File: config.mk
export PLATFORM = sky130hd
export DESIGN_NAME = control_unit
export DESIGN_NICKNAME = d
export VERILOG_FILES = /design/src/rtl/control_unit_pkg.sv /design/src/rtl/control_unit_wait_timer.sv /design/src/rtl/control_unit.sv
export SDC_FILE = /design/constraint.sdc
export NUM_CORES = 1
export LEC_CHECK = 0
export ABC_AREA = 1
export CAP_MARGIN = 15
export CORE_MARGIN = 2
export CORE_UTILIZATION = 39
export DETAILED_ROUTE_END_ITERATION = 8
export MAX_ROUTING_LAYER = met4
export PLACE_DENSITY_LB_ADDON = 0.1
export SYNTH_ARGS = -nofsm -noshare
export SYNTH_HDL_FRONTEND = slang
export SYNTH_HIERARCHICAL = 1
export SYNTH_SLANG_ARGS = --single-unit
export TNS_END_PERCENT = 30
File: constraint.sdc
create_clock -name clk -period 2 [get_ports clk]
set_clock_uncertainty 0.2 [all_clocks]
set_input_delay 0.3 -clock clk [delete_from_list [all_inputs] [get_ports clk]]
set_output_delay 0.3 -clock clk [all_outputs]
set_load 0.05 [all_outputs]
File: src/rtl/control_unit_pkg.sv
// Shared definitions for the control unit: opcodes, ALU codes, FSM states and the strobe bundle.
package control_unit_pkg;

    typedef enum logic [3:0] {
        S_RESET, S_T0, S_T1, S_T2, S_T3, S_T4, S_T5, S_T6, S_T7, S_HALT, S_FAULT
    } state_e;

    localparam logic [4:0] OP_LD   = 5'b00000;
    localparam logic [4:0] OP_LDI  = 5'b00001;
    localparam logic [4:0] OP_ST   = 5'b00010;
    localparam logic [4:0] OP_ADD  = 5'b00011;
    localparam logic [4:0] OP_SUB  = 5'b00100;
    localparam logic [4:0] OP_AND  = 5'b00101;
    localparam logic [4:0] OP_OR   = 5'b00110;
    localparam logic [4:0] OP_ROR  = 5'b00111;
    localparam logic [4:0] OP_ROL  = 5'b01000;
    localparam logic [4:0] OP_SHR  = 5'b01001;
    localparam logic [4:0] OP_SHRA = 5'b01010;
    localparam logic [4:0] OP_SHL  = 5'b01011;
    localparam logic [4:0] OP_ADDI = 5'b01100;
    localparam logic [4:0] OP_ANDI = 5'b01101;
    localparam logic [4:0] OP_ORI  = 5'b01110;
    localparam logic [4:0] OP_MUL  = 5'b01111;
    localparam logic [4:0] OP_DIV  = 5'b10000;
    localparam logic [4:0] OP_MFHI = 5'b11000;
    localparam logic [4:0] OP_MFLO = 5'b11001;
    localparam logic [4:0] OP_NOP  = 5'b11010;
    localparam logic [4:0] OP_HALT = 5'b11011;

    // The ALU is driven with the opcode value itself for register operations.
    localparam logic [4:0] ALU_ADD = OP_ADD;
    localparam logic [4:0] ALU_AND = OP_AND;
    localparam logic [4:0] ALU_OR  = OP_OR;

    typedef struct packed {
        logic pc_out, pc_in, ir_in, mar_in, mdr_in, mdr_out, y_in, z_in;
        logic zlow_out, zhigh_out, hi_in, lo_in, hi_out, lo_out, c_out, inc_pc;
        logic gra, grb, grc, r_in, r_out, ba_out;
        logic read, write, run, fault;
        logic [4:0] alu_instruction;
    } ctrl_t;

    function automatic logic is_rtype(input logic [4:0] op);
        return op inside {OP_ADD, OP_SUB, OP_AND, OP_OR, OP_SHR, OP_SHRA, OP_SHL, OP_ROR, OP_ROL};
    endfunction

    function automatic logic is_itype(input logic [4:0] op);
        return op inside {OP_ADDI, OP_ANDI, OP_ORI};
    endfunction

    function automatic logic is_mem(input logic [4:0] op);
        return op inside {OP_LD, OP_LDI, OP_ST};
    endfunction

    function automatic logic is_muldiv(input logic [4:0] op);
        return op inside {OP_MUL, OP_DIV};
    endfunction

    function automatic logic [4:0] itype_alu(input logic [4:0] op);
        case (op)
            OP_ANDI: return ALU_AND;
            OP_ORI:  return ALU_OR;
            default: return ALU_ADD;
        endcase
    endfunction

endpackage

File: src/rtl/control_unit_wait_timer.sv
// Memory wait counter: counts cycles of an outstanding access, idles at zero between accesses.
module ctrl_wait_timer #(
    parameter int MEM_WAIT_MAX = 15
) (
    input  logic clk,
    input  logic clr,
    input  logic waiting,
    output logic first_cycle,
    output logic at_limit
);
    localparam int CW = (MEM_WAIT_MAX > 1) ? $clog2(MEM_WAIT_MAX + 1) : 1;

    logic [CW-1:0] count_q, count_d;

    always_comb begin
        count_d = waiting ? count_q + CW'(1) : '0;
    end

    // NOTE: state flops take non-blocking assignments so every flop samples pre-edge values.
    always_ff @(posedge clk) begin
        if (clr) count_q <= '0;
        else     count_q <= count_d;
    end

    assign first_cycle = (count_q == '0);
    assign at_limit    = (count_q == CW'(MEM_WAIT_MAX - 1));

endmodule

File: src/rtl/control_unit.sv
// Moore control FSM for the datapath; mul/div decode is enabled by defining CTRL_MULDIV_EN.
module control_unit
    import control_unit_pkg::*;
#(
    parameter int MEM_WAIT_MAX = 15
) (
    input  logic        clk,
    input  logic        clr,
    input  logic [31:0] ir,
    input  logic        mem_done,
    input  logic        stop,
    output logic        pc_out, pc_in, ir_in, mar_in, mdr_in, mdr_out, y_in, z_in,
    output logic        zlow_out, zhigh_out, hi_in, lo_in, hi_out, lo_out, c_out, inc_pc,
    output logic        gra, grb, grc, r_in, r_out, ba_out,
    output logic        read, write,
    output logic [4:0]  alu_instruction,
    output logic        run,
    output logic        fault
);
`ifdef CTRL_MULDIV_EN
    localparam bit MULDIV_EN = 1'b1;
`else
    localparam bit MULDIV_EN = 1'b0;
`endif

    state_e     state_q, state_d;
    logic       stop_pend_q, stop_pend_d;
    logic [4:0] op;
    logic       in_access, first_cycle, at_limit, expired;
    logic       unused_ir;
    ctrl_t      ctrl;

    assign op        = ir[31:27];
    assign unused_ir = ^ir[26:0];
    assign in_access = (state_q == S_T1) || (state_q == S_T6 && op == OP_LD)
                    || (state_q == S_T7 && op == OP_ST);
    assign expired   = at_limit && !mem_done;

    ctrl_wait_timer #(.MEM_WAIT_MAX(MEM_WAIT_MAX)) u_wait (
        .clk        (clk),
        .clr        (clr),
        .waiting    (in_access && !mem_done),
        .first_cycle(first_cycle),
        .at_limit   (at_limit)
    );

    always_comb begin
        state_e next_instr;
        // NOTE: every output gets a default first, so no path through the case can infer a latch.
        ctrl        = '0;
        state_d     = state_q;
        stop_pend_d = stop_pend_q;
        next_instr  = (stop_pend_q || stop) ? S_HALT : S_T0;
        if (state_q inside {S_T0, S_T1, S_T2, S_T3, S_T4, S_T5, S_T6, S_T7}) begin
            ctrl.run             = 1'b1;
            ctrl.alu_instruction = op;
            stop_pend_d          = stop_pend_q || stop;
        end
        case (state_q)
            S_RESET: state_d = S_T0;
            S_T0: begin
                {ctrl.pc_out, ctrl.mar_in, ctrl.inc_pc, ctrl.z_in} = '1;
                ctrl.alu_instruction = ALU_ADD;
                state_d = S_T1;
            end
            S_T1: begin
                {ctrl.zlow_out, ctrl.pc_in} = {2{first_cycle}};
                {ctrl.read, ctrl.mdr_in}    = '1;
                if (mem_done)     state_d = S_T2;
                else if (expired) state_d = S_FAULT;
            end
            S_T2: begin
                {ctrl.mdr_out, ctrl.ir_in} = '1;
                state_d = S_T3;
            end
            S_T3: begin
                state_d = S_T4;
                if (is_rtype(op) || is_itype(op))    {ctrl.grb, ctrl.r_out, ctrl.y_in}  = '1;
                else if (is_mem(op))                 {ctrl.grb, ctrl.ba_out, ctrl.y_in} = '1;
                else if (is_muldiv(op) && MULDIV_EN) {ctrl.gra, ctrl.r_out, ctrl.y_in}  = '1;
                else begin
                    case (op)
                        OP_MFHI: begin {ctrl.hi_out, ctrl.gra, ctrl.r_in} = '1; state_d = next_instr; end
                        OP_MFLO: begin {ctrl.lo_out, ctrl.gra, ctrl.r_in} = '1; state_d = next_instr; end
                        OP_NOP:  state_d = next_instr;
                        OP_HALT: state_d = S_HALT;
                        default: begin ctrl.alu_instruction = '0; state_d = S_FAULT; end
                    endcase
                end
            end
            S_T4: begin
                state_d = S_T5;
                if (is_rtype(op))       {ctrl.grc, ctrl.r_out, ctrl.z_in} = '1;
                else if (is_itype(op)) begin
                    {ctrl.c_out, ctrl.z_in} = '1;
                    ctrl.alu_instruction    = itype_alu(op);
                end else if (is_mem(op)) begin
                    {ctrl.c_out, ctrl.z_in} = '1;
                    ctrl.alu_instruction    = ALU_ADD;
                end else if (is_muldiv(op) && MULDIV_EN) {ctrl.grb, ctrl.r_out, ctrl.z_in} = '1;
                else state_d = S_FAULT;
            end
            S_T5: begin
                ctrl.zlow_out = 1'b1;
                if (is_rtype(op) || is_itype(op) || op == OP_LDI) begin
                    {ctrl.gra, ctrl.r_in} = '1;
                    state_d = next_instr;
                end else if (op == OP_LD || op == OP_ST) begin
                    ctrl.mar_in = 1'b1;
                    state_d = S_T6;
                end else if (is_muldiv(op) && MULDIV_EN) begin
                    ctrl.lo_in = 1'b1;
                    state_d = S_T6;
                end else begin
                    ctrl.zlow_out = 1'b0;
                    state_d = S_FAULT;
                end
            end
            S_T6: begin
                if (op == OP_LD) begin
                    {ctrl.read, ctrl.mdr_in} = '1;
                    if (mem_done)     state_d = S_T7;
                    else if (expired) state_d = S_FAULT;
                end else if (op == OP_ST) begin
                    {ctrl.gra, ctrl.r_out, ctrl.mdr_in} = '1;
                    state_d = S_T7;
                end else if (is_muldiv(op) && MULDIV_EN) begin
                    {ctrl.zhigh_out, ctrl.hi_in} = '1;
                    state_d = next_instr;
                end else state_d = S_FAULT;
            end
            S_T7: begin
                if (op == OP_LD) begin
                    {ctrl.mdr_out, ctrl.gra, ctrl.r_in} = '1;
                    state_d = next_instr;
                end else if (op == OP_ST) begin
                    ctrl.write = 1'b1;
                    if (mem_done)     state_d = next_instr;
                    else if (expired) state_d = S_FAULT;
                end else state_d = S_FAULT;
            end
            S_FAULT: ctrl.fault = 1'b1;
            default: state_d = state_q;
        endcase
    end

    always_ff @(posedge clk) begin
        if (clr) begin
            state_q     <= S_RESET;
            stop_pend_q <= 1'b0;
        end else begin
            state_q     <= state_d;
            stop_pend_q <= stop_pend_d;
        end
    end

    assign {pc_out, pc_in, ir_in, mar_in, mdr_in, mdr_out, y_in, z_in} =
        {ctrl.pc_out, ctrl.pc_in, ctrl.ir_in, ctrl.mar_in, ctrl.mdr_in, ctrl.mdr_out, ctrl.y_in, ctrl.z_in};
    assign {zlow_out, zhigh_out, hi_in, lo_in, hi_out, lo_out, c_out, inc_pc} =
        {ctrl.zlow_out, ctrl.zhigh_out, ctrl.hi_in, ctrl.lo_in, ctrl.hi_out, ctrl.lo_out, ctrl.c_out, ctrl.inc_pc};
    assign {gra, grb, grc, r_in, r_out, ba_out} =
        {ctrl.gra, ctrl.grb, ctrl.grc, ctrl.r_in, ctrl.r_out, ctrl.ba_out};
    // A clear in the middle of a wait withdraws the memory request immediately.
    assign read            = ctrl.read  && !clr;
    assign write           = ctrl.write && !clr;
    assign alu_instruction = ctrl.alu_instruction;
    assign run             = ctrl.run;
    assign fault           = ctrl.fault;

endmodule

==> commit_impl_results.txt, run 1 <==
Add synthesis and place-and-route results

* Status: finished, violations left
- The final reports fail on setup timing.
- For this run the detailed placement stage logged an HPWL of approximately 3.5 mm.
- Area growth from synthesis to final layout: 112.2%
* Most frequently placed logic cells in the final layout: buf_4 (53), nand2_1 (44), buf_12 (28)
- The initial antenna violation count came to 0.
- Looking at the critical path, the single cell with the biggest stage delay is dfxtp_4.
* Layout clock buffer count: 4
* Final tally of hold violations: 0
- Across the placement rows, the number of tap cells is between 40 and 50.
- Non-clock buffering takes up 41.78% of total cell area after layout.
* Worst Hold Margin: between 0.2 and 0.3 ns
- Most common library cell in the layout ignoring fill and taps: buf_4
- Nets: 357
- Placeable Area: roughly 3000 um^2
- Global routing usage summed across all routing layers: approximately 28%
* Buffers & Inverters on Critical Path: 3
- Cell type with the highest aggregate area in the netlist: nand2_1
- Total cell area at the placement stage: 2297 um^2
- Clock network contribution to total cell area: 1.012%
- The routed layout has ~1.8k vias.
- The violation tally recorded at the end of detailed-routing iteration 0 is between 90 and 100.
- TritonCTS created 3 clock buffers.
* Total power consumption of the routed design: roughly 0.0032 W
- The signal on the critical path passes through nor2_4, nand3_2, nand2_2, nand2_4, clkinvlp_4, buf_4, nand2_2, a21oi_4, buf_12.
* Pin count of the biggest net entering global routing: 8
- Ant diodes: 0
- DRC violations left: 0
- Multi-input gate count: between 150 and 200
- Along the worst path, the maximum fanout reaches 5.
- Register cell area after layout: around 190 um^2
* Number of buffers inserted by hold repair at cts: 0
- Commonest flop: dfxtp_1
* Cell type with the highest occurrence count on the critical path: nand2_2
* Routability cong.: approximately 1.0
- EDFF count, synth: 0
- Syn Inst Count: between 200 and 250
- The first global-routing pass estimated roughly 7.4 mm of wire.
- The warning tally printed by Yosys for this design is 6.
- Endpoints with negative setup slack in the final report add up to 21.
* Worst Setup Slack, final: -0.2132 ns
- The floorplan has 20 rows.
* Syn_area_per_cell: approximately 5.5 um^2
- In the final report, the number of pins over their slew limit comes to 0.
- Peak supply drop: about 0.8 mV
- Unique cell type count in the Yosys netlist: 24
- The clock reaches the later pin of the worst-skew pair after approximately 0.26 ns.
* Most frequent cell after synthesis: nand2_1
- STA classifies the critical path endpoint as an output pin.
[run 1: metrics by stage]
stage               util [%]  std cells
floorplan                  -        225
CTS                    82.27        357
global route           85.74        361
finish                 85.74        361
global placement       75.87        349
detailed placement     75.87        349
[run 1: power breakdown]
group | total [W] | switching, W | internal [W]
combinational | 0.00277 | 0.00156 | 0.00121
clock | 0.000141 | 0.0000641 | 0.0000769
sequential | 0.000291 | 0.0000624 | 0.000228
[run 1: path summary, 6_finish.rpt]
kind                            slack [ns]            endpoint  cells past startpoint        start
worst max-delay path                 -0.21  alu_instruction[3]                      9   state_q[0]
worst min register to register        0.28         stop_pend_q                      2  stop_pend_q
worst max register to register           0          state_q[0]                     10   state_q[3]
worst min-delay path                  0.28         stop_pend_q                      2  stop_pend_q
[run 1: timing repair]
item                       CTS  global route
gates resized               60            21
setup endpoints to repair   31            26
pin swaps                   12            16
setup buffers                4             4
[run 1: worst reg2reg max path: stages (launching register included)]
cell,delay (ns)
dfxtp_4,0.39
inv_4,0.08
buf_6,0.09
nand4_1,0.15
nor2_2,0.21
nand2_2,0.11
buf_4,0.15
buf_4,0.13
nor2_1,0.10
o21ai_0,0.12
a21oi_1,0.20
[run 1: routing by layer]
layer	track usage (%)	part of all wire (%)	wire length [um]	vias up
li1	-	-	-	896
met1	38.44	43	2132	836
met2	43.32	48	2392	107
met3	4.113	8.3	418	8
met4	3.175	1.3	63	0
met5	-	0	0	-
[run 1: kinds of logic after synthesis]
logic type	Yosys count	synth area share [%]
other	1	0.3065
DFF	9	14.72
AOI/OAI and AO/OA	28	11.76
and+or+nand+nor	139	54.60
buffers and inverters	42	14.83
adders and majority gates	3	3.068
xor gates and xnor gates	1	0.7159
[run 1: state kept, by name, summed over array words and instances, names as in the netlist]
signal and flops:
state_q 4, stop_pend_q 1, u_wait/count_q 4
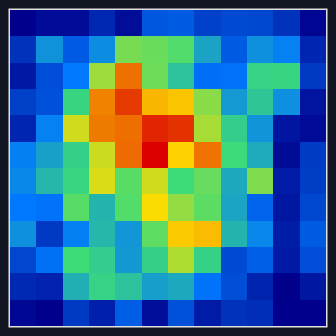
Fig. 1. Wiring heat map (run 1).
The die is cut into 12 by 12 equal tiles; dark blue is low, red is high, scaled to the fullest tile. Values are wire area over tile area, all layers added.
densest ninth of the die = middle
tiles over half the peak = 26%
mean over tiles = 0.23
emptiest ninth of the die = bottom right

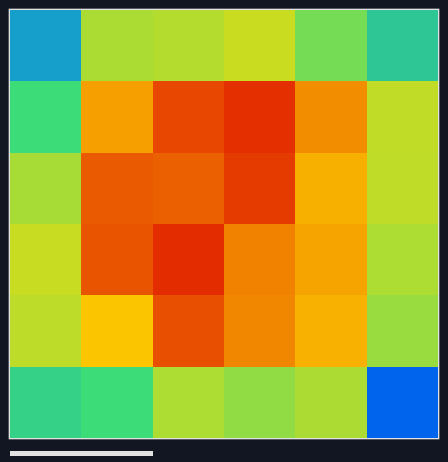
Fig. 2. Cell area per tile (run 1).
Bar = 20 um. The die is cut into 6 by 6 equal tiles; dark blue is low, red is high, 0 to 100% covered.
densest ninth of the die = middle
mean over tiles = 71%
tiles over 75% full = 44%
fullest tile = 95%

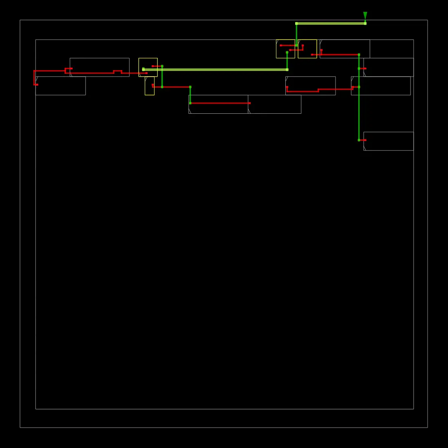
Fig. 3. Clock routing (run 1).
sinks on the clock net: 9
number of flip-flops and latches: 9

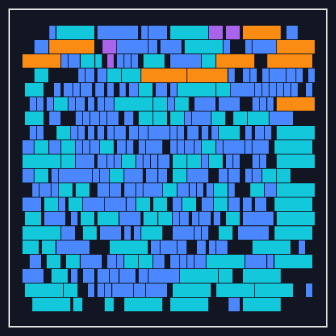
Fig. 4. Cell classes on the final placement (run 1).
purple -> clock drivers and dummy loads  # cells 4
blue -> all other logic  # cells 209
cyan -> other buffers and delay cells  # cells 95
orange -> flops  # cells 9

Fig. 5: run 1, clock wires, drivers and flops
Bar = 20 um.
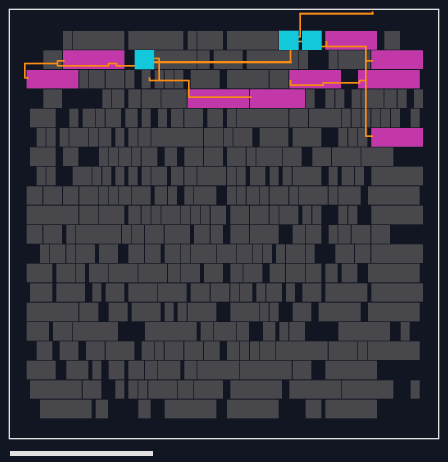

==> inputs of run 2 (changes only) <==
==> constraint.sdc (replaced) <==
create_clock -name clk -period 2 [get_ports clk]
set_clock_uncertainty 0.2 [all_clocks]
set_input_delay 0.3 -clock clk [delete_from_list [all_inputs] [get_ports clk]]
set_output_delay 0.3 -clock clk [all_outputs]
set_load 0.02 [all_outputs]
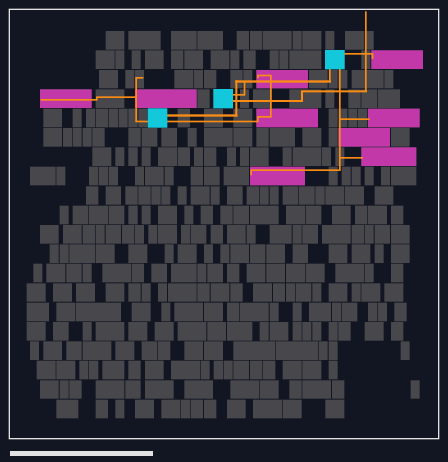
Fig. 6. Clock wires, drivers and flops (run 2).
Bar = 20 um.
magenta -> flip-flops  # count 9
cyan -> cells driving clock nets  # count 3
orange -> clock wires  # length 159 um
routed clock nets = 4

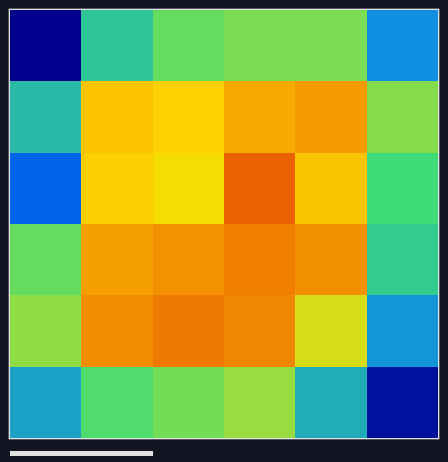
Fig. 7. Cell area per tile (run 2).
Bar = 20 um. The die is cut into 6 by 6 equal tiles; dark blue is low, red is high, 0 to 100% covered.
core utilization before placement: 40.41%
core utilization of the finished layout: 73.02%
Placeable Area: 3028 um^2

==> run 2 against run 1 <==
  * The run still ends with setup timing left
  * Fmax increased by 1.1%
  * Wire length decreased by 9.6%
  * Critical path type unchanged
  * Worst setup slack improved by 0.025 ns
==> commit_impl_results.txt, run 2 <==
Add synthesis and place-and-route results

- Status: finished, violations left
- Failing checks: setup timing
- Syn Inst Count: 223 (unchanged)
- Max layer used: met4
- Worst Setup Slack, final: -0.1880 ns (+0.02515 ns)
- EDFF count, synth: 0 (unchanged)
* Most common library cell in the layout ignoring fill and taps: buf_4
- Data arrival, critical path: 1.69 ns
* Yosys synthesis warning count: 6 (unchanged)
- The worst hold slack after final layout is 0.2657 ns (-0.01235 ns).
* Number of antenna violations at the first check in global routing: 0 (unchanged)
- Fraction of met1 tracks used by global routing: 38.96% (+0.52 points)
- The path class of the tightest hold or removal check is reg -> reg.
- The number of vias in the routed layout came to 1766 (-4.4%).
- Number of levels the H-tree was split into: 1
- The number of nets in the layout is 367 (+2.8%).
- By area the synthesized netlist is led by nand2_1 (17%), dfxtp_1 (15%), nor2_1 (11%).
* Number of DRC violations after detailed-routing iteration 0: 133 (+34%)
- Global routing usage summed across all routing layers: 26.15% (-1.4 points)
- Ranking of synthesized cells by instance count: nand2_1 (56), nor2_1 (35), inv_1 (33), nand3_1 (19), a21oi_1 (13)
- Layout cell share with drive strength beyond 1: 48.93%
- The area growth from synthesis to layout is 80.67%.
- Largest registers in the final layout: state_q x4, u_wait/count_q x4, stop_pend_q x1
- The maximum resistive drop on vdd was 0.5293 mV (-36%).
- Flip-flop and latch count after synthesis: 9
- Global routing's busiest layer: met1
- Latency at later pin: 0.27 ns (about the same)
* Ant diodes: 0 (unchanged)
* DRC violations left: 0 (unchanged)
* Unique cell type count in the Yosys netlist: 24 (unchanged)
- The number of cells in the finished layout apart from fillers was 371 (+2.8%).
- In the post-synthesis netlist, the cell with the most instances is nand2_1.
* Max Transition Viols Final: 0 (unchanged)
- Global Route met3 Usage: 4.545% (+0.43 points)
* Met3 wire length: 239 um (-43%)
* Via count of the first global-routing pass: 1485
- Detailed placer's ending HPWL: 3.390 mm (-2.2%)
- Commonest flop: dfxtp_1
* Setup repair after global routing missed its margin: true
- The run reported a max-capacitance violation count of 0.
- In the Yosys report the total cell count is approximately 220.
- Maximum fanout count along the critical path: 5 (unchanged)
* Synthesis area per yosys: 1224 um^2
- In the routed layout, each cell is associated on average with a via count of roughly 4.8.
* Routed length on met2: 2.155 mm (-9.9%)
* Tool Warnings: 57
* Finish-stage setup viols: 16 (-24%)
- The timing report gives the clock slew at the launch and capture registers of the worst setup and hold paths as ~0.070 ns.
- The synthesized area per cell is 5.487 um^2 (unchanged).
- The CTS buffer count is 3 (unchanged).
- Sinks on the clock net: 9 (unchanged)
* Site Rows: 20 (unchanged)
- Total power consumption of the routed design: 0.002233 W (-30%)
- TritonCTS built the clock tree.
* Cell type with the highest aggregate area in the netlist: nand2_1
* Most frequently placed logic cells in the final layout: buf_4 (82), nand2_1 (47), inv_1 (28)
* Sequential share of the synthesized area: roughly 15%
- The instance area at placement came to 2077 um^2 (-9.6%).
* Final tally of hold violations: 0 (unchanged)
- The length of routed wiring on met1 is 2.128 mm (-0.19%).
- The cell area that synthesis handed to floorplanning was 1224 um^2.
- Fraction of synthesis flops using an asynchronous set or reset pin: 0%
* Number of buffers inserted by hold repair at cts: 0 (unchanged)
- Routability cong.: 0.9617 (-6.1%)
- First-pass GRT wire length: 6.837 mm (-7.3%)
- Met2 track demand over resource: 38.20% (-5.1 points)
- Number of cells in the design after placement: 362 (+3.7%)
- The largest net degree at the start of global routing was 7 (-1).
- Element type at the critical path end: output pin
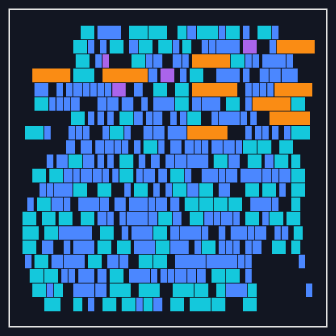
Fig. 8. Cell classes on the final placement (run 2).
blue -> all other logic  # cells 209
purple -> clock drivers and dummy loads  # cells 4
orange -> flops  # cells 9
cyan -> other buffers and delay cells  # cells 105

-- run 2: cell counts after synthesis --
Identical to the previous run, type by type.
-- run 2: timing repair --
action | CTS | global route
endpoints found under the hold margin | 0 | 0
gates resized | 142 | 50
pin swaps | 11 | 13
endpoints found under the setup margin | 32 | 27
setup buffers | 3 | 3
-- run 2: power by group --
part	total, W	switching, W	internal (W)
logic	0.00180	0.00100	0.000803
clock network	0.000149	0.0000717	0.0000773
registers	0.000280	0.0000517	0.000228
total	0.00223	0.00112	0.00111
-- run 2: logic make-up after synthesis --
| logic type | after synthesis | share of synthesized area [%] |
|---|---|---|
| fa+ha+maj | 3 | 3.068 |
| flops | 9 | 14.72 |
| simple gates | 139 | 54.60 |
| xor+xnor | 1 | 0.7159 |
| compound gates | 28 | 11.76 |
| other cells | 1 | 0.3065 |
| buf+inv | 42 | 14.83 |
-- run 2: cell type report --
class	count	area [um^2]	share of cell area, %
repair buffers	105	795.8	35.99
multi-input cells	174	1012	45.78
clock buffers	4	26.28	1.188
flip-flops and latches	9	190.2	8.602
well taps	44	55.05	2.490
inverters	35	131.4	5.942
-- run 2: critical path: stages (launching register included) --
cell	delay, ns
dfxtp_4	0.37
nor2_4	0.16
inv_2	0.07
nor2_4	0.17
inv_2	0.07
nor2_4	0.18
nor2_4	0.05
a21oi_1	0.17
buf_4	0.17
-- run 2: path summary, 6_finish.rpt --
check | start | endpoint | slack [ns] | cells past startpoint
max | state_q[0] | alu_instruction[3] | -0.19 | 8
min | stop_pend_q | stop_pend_q | 0.27 | 2
max reg2reg | state_q[0] | u_wait/count_q[3] | 0.05 | 10
min reg2reg | stop_pend_q | stop_pend_q | 0.27 | 2
Power figures rest on the tool's default switching activity, not on a simulated workload.
